### config.mk
export PLATFORM = sky130hd
export DESIGN_NAME = fpu_mult_requester
export DESIGN_NICKNAME = d
export VERILOG_FILES = /design/src/rtl/fpu_pkg.sv /design/src/rtl/fpu_mult_requester.sv
export SDC_FILE = /design/constraint.sdc
export NUM_CORES = 1
export LEC_CHECK = 0
export CORE_ASPECT_RATIO = 0.8
export CORE_MARGIN = 2
export CORE_UTILIZATION = 42
export CTS_CLUSTER_SIZE = 30
export DETAILED_ROUTE_END_ITERATION = 8
export PLACE_DENSITY = 0.81
export SETUP_SLACK_MARGIN = 0.1
export SLEW_MARGIN = 15
export SYNTH_ARGS = -nofsm -noshare
export SYNTH_HDL_FRONTEND = slang
export SYNTH_SLANG_ARGS = --single-unit
### constraint.sdc
create_clock -name clk -period 2.3 [get_ports clk]
set_input_delay 0.575 -clock clk [delete_from_list [all_inputs] [get_ports clk]]
set_output_delay 0.575 -clock clk [all_outputs]
set_load 0.02 [all_outputs]
### src/rtl/fpu_pkg.sv
// Shared definitions for the floating-point multiplier handshake blocks.
// Latency: none (types and constants only).
// Backpressure: n/a.
package fpu_pkg;

  // Requester FSM encoding
  typedef enum logic [1:0] {
    ST_IDLE  = 2'd0,
    ST_ISSUE = 2'd1,
    ST_WAIT  = 2'd2,
    ST_HOLD  = 2'd3
  } req_state_t;

  // Exponent overflow codes reported by the multiplier
  localparam logic [2:0] OVF_NONE = 3'd0;
  localparam logic [2:0] OVF_HIGH = 3'd1;
  localparam logic [2:0] OVF_LOW  = 3'd2;

  // IEEE-754 single-precision field widths
  localparam int FP_MANT_W = 23;
  localparam int FP_EXP_W  = 8;
  localparam int FP_W      = 1 + FP_EXP_W + FP_MANT_W;

endpackage

### src/rtl/fpu_mult_requester.sv
// Issues operand pairs to the FP multiplier one at a time and returns the product.
// Latency: accept to m_valid = BLANK+3 cycles with a 2-cycle multiplier, TIMEOUT+3 on timeout.
// Backpressure: s_ready only in IDLE; result held stable in HOLD until m_ready.
module fpu_mult_requester
  import fpu_pkg::*;
#(
  parameter int TIMEOUT = 16,
  parameter int BLANK   = 2,
  parameter int CNT_W   = 16
) (
  input  logic              clk,
  input  logic              rst_n,
  input  logic              s_valid,
  output logic              s_ready,
  input  logic [FP_W-1:0]   s_a,
  input  logic [FP_W-1:0]   s_b,
  output logic              m_valid,
  input  logic              m_ready,
  output logic [FP_W-1:0]   m_result,
  output logic [2:0]        m_ovf,
  output logic              m_error,
  output logic [FP_W-1:0]   mult_a,
  output logic [FP_W-1:0]   mult_b,
  output logic              mult_initiate,
  input  logic              mult_ready,
  input  logic [FP_W-1:0]   mult_result,
  input  logic [2:0]        mult_ovf,
  output logic              busy,
  output logic [CNT_W-1:0]  done_count
);

  // The counter must be able to reach TIMEOUT itself, hence the +1.
  localparam int WCNT_W = $clog2(TIMEOUT + 1);
  localparam logic [WCNT_W-1:0] BLANK_C   = WCNT_W'(BLANK);
  localparam logic [WCNT_W-1:0] TIMEOUT_C = WCNT_W'(TIMEOUT);

  req_state_t        state, state_nxt;
  logic [WCNT_W-1:0] wait_cnt;
  logic              rdy_hit;
  logic              tmo_hit;

  // Handshake outputs decode straight from the registered state.
  assign s_ready       = (state == ST_IDLE);
  assign mult_initiate = (state == ST_ISSUE);
  assign m_valid       = (state == ST_HOLD);
  assign busy          = (state != ST_IDLE);

  // State register
  always_ff @(posedge clk or negedge rst_n) begin
    if (!rst_n) state <= ST_IDLE;
    else        state <= state_nxt;
  end

  // Next-state logic; a real ready beats the timeout in the same cycle
  always_comb begin
    state_nxt = state;
    rdy_hit   = 1'b0;
    tmo_hit   = 1'b0;
    case (state)
      ST_IDLE:  if (s_valid) state_nxt = ST_ISSUE;
      ST_ISSUE: state_nxt = ST_WAIT;
      ST_WAIT: begin
        // Ready is blanked right after issue: the level may still be
        // high from the previous product.
        if ((wait_cnt >= BLANK_C) && mult_ready) begin
          rdy_hit   = 1'b1;
          state_nxt = ST_HOLD;
        end else if (wait_cnt == TIMEOUT_C) begin
          tmo_hit   = 1'b1;
          state_nxt = ST_HOLD;
        end
      end
      ST_HOLD:  if (m_ready) state_nxt = ST_IDLE;
      default:  state_nxt = ST_IDLE;
    endcase
  end

  // Operand latch, wait counter, result capture and completion count
  always_ff @(posedge clk or negedge rst_n) begin
    if (!rst_n) begin
      mult_a     <= '0;
      mult_b     <= '0;
      wait_cnt   <= '0;
      m_result   <= '0;
      m_ovf      <= OVF_NONE;
      m_error    <= 1'b0;
      done_count <= '0;
    end else begin
      if ((state == ST_IDLE) && s_valid) begin
        mult_a <= s_a;
        mult_b <= s_b;
      end
      if (state == ST_ISSUE) wait_cnt <= '0;
      else if (state == ST_WAIT) wait_cnt <= wait_cnt + 1'b1;
      // On timeout the product is captured anyway so overflow paths that
      // never raise ready still report their code.
      if (rdy_hit || tmo_hit) begin
        m_result <= mult_result;
        m_ovf    <= mult_ovf;
        m_error  <= tmo_hit;
      end
      if ((state == ST_HOLD) && m_ready) done_count <= done_count + 1'b1;
    end
  end

endmodule
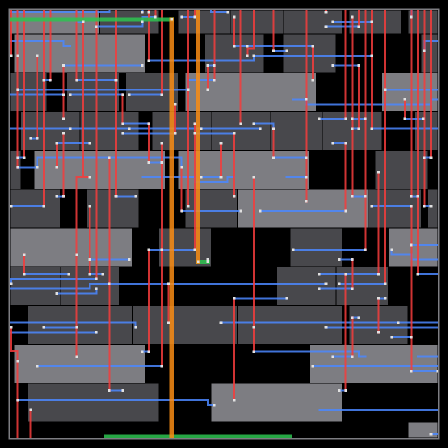
**Above:** run 1 (close-up of the layout).
Window x 48 to 78, y 56 to 86 um. Cells in grey, sequential cells in the stronger grey; small squares are vias.
- blue: M1
- green: M3
- red: M2
- orange: M4
- cells with their middle in the window: 43
- netlist names of flops here include: mult_b (6), mult_a (4)
- most frequent: clkdlybuf4s50_1 (18), mux2_2 (11), dfrtp_1 (10)
- sequential cells in the window: 10

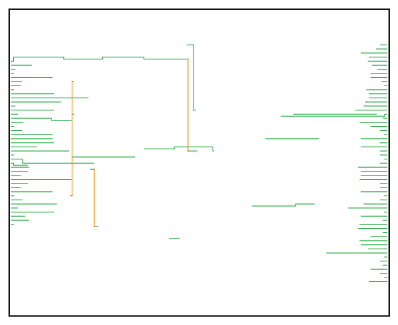
**Above:** run 1 (metal layers overlaid).
(3 px per um) Two of the layers only.
- orange: M4 (wire length 110 um)
- green: M3 (wire length 861 um)
WL final: 12,600 um
via count of the routed design: 3,523
mean routed wirelength per cell: 17.4 um

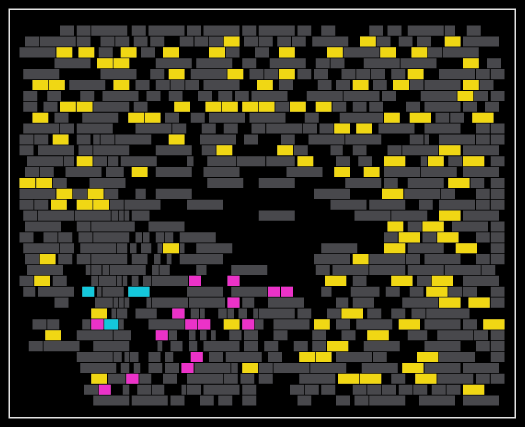
**Above:** run 1 (selected gate families).
(4 px per um)
- magenta: xor and xnor cells (cells 15)
- cyan: non-inverting ao/oa cells (cells 3)
- yellow: mux cells (cells 102; where spread over the die)

## run 1: kinds of logic after synthesis
kind of cell    synth area share [%]
compound gates                  1.80
flops                           61.4
xor+xnor                        2.62
fa+ha+maj                       2.00
buf+inv                         2.70
simple gates                    4.34
mux                             25.2
## run 1: registers in the layout, summed over array words and instances (netlist names)
register,cells
m_result,32
m_error,1
done_count,16
m_ovf,3
state,2
wait_cnt,5
mult_a,32
mult_b,32
## run 1: power groups by stage
stage / Combinational, mW / Sequential [mW] / Clock [mW]
6_report: 5.85 / 3.80 / 2.77
5_1_grt: 6.18 / 3.93 / 2.93
4_1_cts: 5.82 / 3.80 / 2.82
3_5_place_dp: 5.80 / 3.82 / 0
3_3_place_gp: 5.68 / 3.76 / 0
2_1_floorplan: 2.07 / 4.92 / 0
==> CHANGELOG.md, run 1 <==
## Flow update

* Non-clock buffers at 232
* Clock-cell share at 7.60%
* Largest class: sequential cells
* Port bufs at 223
* CTS tree: yes
* Period minus WS final at 2.12 ns
* Async SR Flop Fraction at 100%
* R2R setup slack at 0.18 ns
* Post-route ant nets at 0
* Share of layout cells above drive strength 1 at 25.8%
* Post-synth top area cell: dfrtp_1
* Setup slack after layout at 0.181 ns
* Initial antenna violation count at 0
* Reg2Reg Depth at 7
* Fraction of area in registers at 38.0%
* Worst-path clk slew at 0.05 ns
* Worst setup path endpoint: m_ovf[2]$_DFFE_PN0P_
* Cell Type Count at 30
* First-pass GRT wire length at 19,500 um
* Post-cts gate resize count at 4
* Req. time, crit path at 2.58 ns
* Clock Power Share at 22.3%
* Worst min path class: input pin to asynchronous set/reset pin
* Num sequential at 123
* Cell count along the critical path at 7
* Worst-path fanout max at 13
* Top Layout Cells: 218 x clkdlybuf4s50_1, 123 x dfrtp_1, 72 x mux2_2
* Ant diodes at 0
* Tap cell count at 148
* Met2 Resource Use GR at 32.9%
* Top cells by area: dfrtp_1 61%, mux2_2 16%, mux2_4 9.0%
* Final TNS setup at 0 ns
* Die Wd at 126 um
* Pwr dens at 1530 nW/um^2
* Signal buf overhead at 29.2%
* Yosys stat area at 5010 um^2
* FF+latch area at 3080 um^2
* Top-area cell share at 61.4%
* Outcome: finished, final reports clean
* Most common library cells after synthesis: 123 x dfrtp_1, 72 x mux2_2, 30 x mux2_4
* Synth top cell by count: dfrtp_1
* Clock Sinks at 123
* RR Startpoint: wait_cnt[0]$_DFFE_PN0P_
* Root Driver: clkbuf_16
* FP Rows at 35
* Max-Cap Viols at 0
* Reg-to-reg endpoint: m_ovf[2]$_DFFE_PN0P_
* Multi-input gates at 177
* Non-Filler Instances at 721
--- run 2 (diff from run 1) ---
--- a/config.mk
+++ b/config.mk
@@ -5,8 +5,9 @@
 export SDC_FILE = /design/constraint.sdc
 export NUM_CORES = 1
 export LEC_CHECK = 0
+export CAP_MARGIN = 20
 export CORE_ASPECT_RATIO = 0.8
-export CORE_MARGIN = 2
+export CORE_MARGIN = 5
 export CORE_UTILIZATION = 42
 export CTS_CLUSTER_SIZE = 30
 export DETAILED_ROUTE_END_ITERATION = 8
==> CHANGELOG.md, run 2 <==
## Flow update

* Outcome: finished, final reports clean
* Via count of the routed design at 3,512
* Mean routed wirelength per cell at 18.0 um
* RR Startpoint: wait_cnt[0]$_DFFE_PN0P_
* Top Registers: m_result x32, mult_a x32, mult_b x32
* Yosys stat area at 5010 um^2
* Xor/xnor share at 2.62%
* Pwr dens at 1520 nW/um^2
* Peak VDD IR at 0.884 mV
* Tap cell count at 148
* Cell Chain, Critical Path: inv_1 -> ha_1 -> or4_4 -> nand2_1 -> a21o_4 -> clkbuf_16 -> mux2_4
* Cell Type Count at 30
* Worst Setup SP: wait_cnt[0]$_DFFE_PN0P_
* Post-route ant nets at 0
* Most numerous logic cell after layout: clkdlybuf4s50_1
* Reg2Reg Depth at 7
* Max-Cap Viols at 0
* Period minus WS final at 2.15 ns
* Synth Area per Inst at 15.6 um^2
* Largest class: sequential cells
* Worst setup path endpoint: m_result[25]$_DFFE_PN0P_
* Clock-cell share at 7.36%
* Clock Sinks at 123
* TritonRoute pass-1 iters at 4
* Async SR Flop Fraction at 100%
* Signal buf overhead at 29.1%
* Max H-tree Level at 4
* Port bufs at 223
* Die Wd at 132 um
* DIE AREA at 14,200 um^2
* Nets at 671
* Cell count along the critical path at 7
* R2R setup slack at 0.15 ns
* FP Rows at 35
* Crit. End Element: flip-flop
* Setup slack after layout at 0.154 ns
* Complex Gates by Area at 1.80%
* Synthesized instance count at 321
* Final TNS setup at 0 ns
* Fp_density at 43.2%
* Slowest stage delay, CP at 0.53 ns
* Non-clock buffers at 230
* Fraction of area in registers at 38.3%
* Adder Area Share at 2.00%
* Worst-path fanout max at 14
* Root Driver: clkbuf_16
* Slew headroom at 66.9%
* Synth top cell by count: dfrtp_1
* Worst-path clk slew at 0.05 ns
* CTS tree: yes
* Comb area at 1810 um^2
* Largest logic family: multiplexers
* Most common library cells after synthesis: 123 x dfrtp_1, 72 x mux2_2, 30 x mux2_4
* Req. time, crit path at 2.57 ns
* Reg-to-reg endpoint: m_result[25]$_DFFE_PN0P_
* Top cells by area: dfrtp_1 61%, mux2_2 16%, mux2_4 9.0%
* Final Hold Viols at 0
* Worst min path class: input pin to asynchronous set/reset pin
* Ys flops at 123
* Final period utilization at 93.3%
* Basic Gates by Area at 4.34%
* FF+latch area at 3080 um^2
* Late-Pin Clk Latency at 0.40 ns
* Final setup violation count at 0
* Top-area cell share at 61.4%
* First-pass GRT wire length at 20,300 um
* Area Growth Syn to Fin at 60.4%
* LEAKAGE at 3.55 nW
* Core region area at 11,600 um^2
* Top Layout Cells: 218 x clkdlybuf4s50_1, 123 x dfrtp_1, 72 x mux2_2
* Initial antenna violation count at 0
* Ant diodes at 0
* Non-Filler Instances at 718
* Multi-input gates at 177
* Share of layout cells above drive strength 1 at 25.1%
* Post-DR vias/cell at 4.89
* Largest net degree at the start of global routing at 53
* IO Count at 224
* Post-synth top area cell: dfrtp_1
* Mux area share at 25.2%
* Num sequential at 123
-- run 2: cell counts after synthesis --
No cell type changed its count.
-- run 2: layer usage --
metal	share of wire (%)	global-route usage (%)
met4	1.1	5.58
met2	50	29.2
met3	7.4	6.31
met1	42	22.4
met5	0	0
-- run 2: worst register-to-register path, stage by stage (launching register included) --
cell	delay [ns]
dfrtp_1	0.39
inv_1	0.09
ha_1	0.21
or4_4	0.53
nand2_1	0.10
a21o_4	0.18
clkbuf_16	0.21
mux2_4	0.31
-- run 2: power breakdown --
part,switching [mW],internal [mW]
clock network,0.892,1.77
logic,2.60,3.20
registers,0.602,3.19
-- run 2: what timing repair did --
item / in CTS / in global routing
setup endpoints to repair: 6 / 31
buffers inserted: 0 / 0
cloned: 0 / 1
resized: 4 / 6
pin swaps: 0 / 0
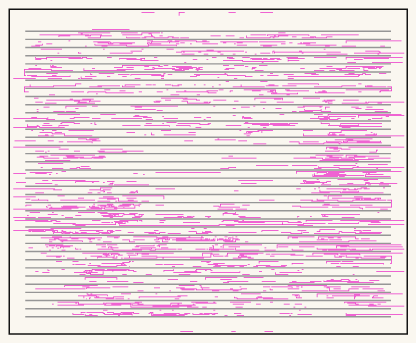
**Above:** run 2 (M1 wires).
(3 px per um) Supply wires on this layer in grey.
- share of all routed wire: 42%
- main direction: horizontal
- wire length on this layer: 5,420 um

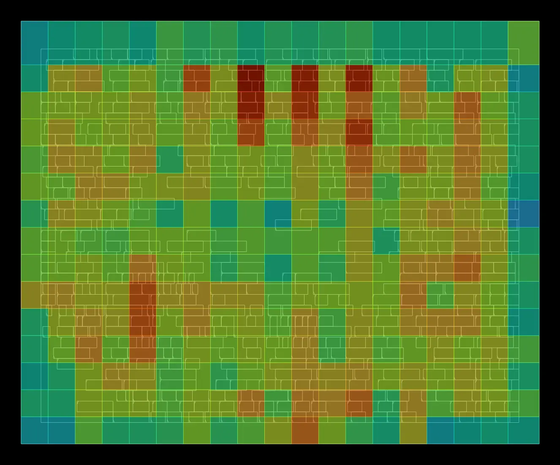
**Above:** run 2 (routing congestion).
met2 Resource Use GR: 29.2%
met3 Use GR: 6.31%

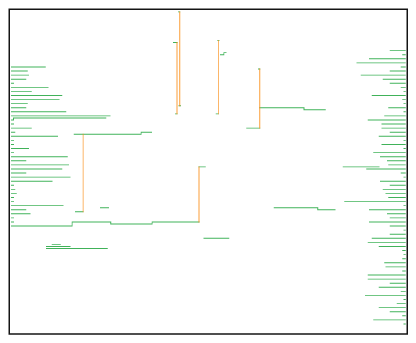
**Above:** run 2 (metal layers overlaid).
(3 px per um) Two of the layers only.
- orange: M4 (wire length 144 um)
- green: M3 (wire length 957 um)
WL final: 12,900 um
GRT Util Overall: 17.9%

Power figures rest on the tool's default switching activity, not on a simulated workload.
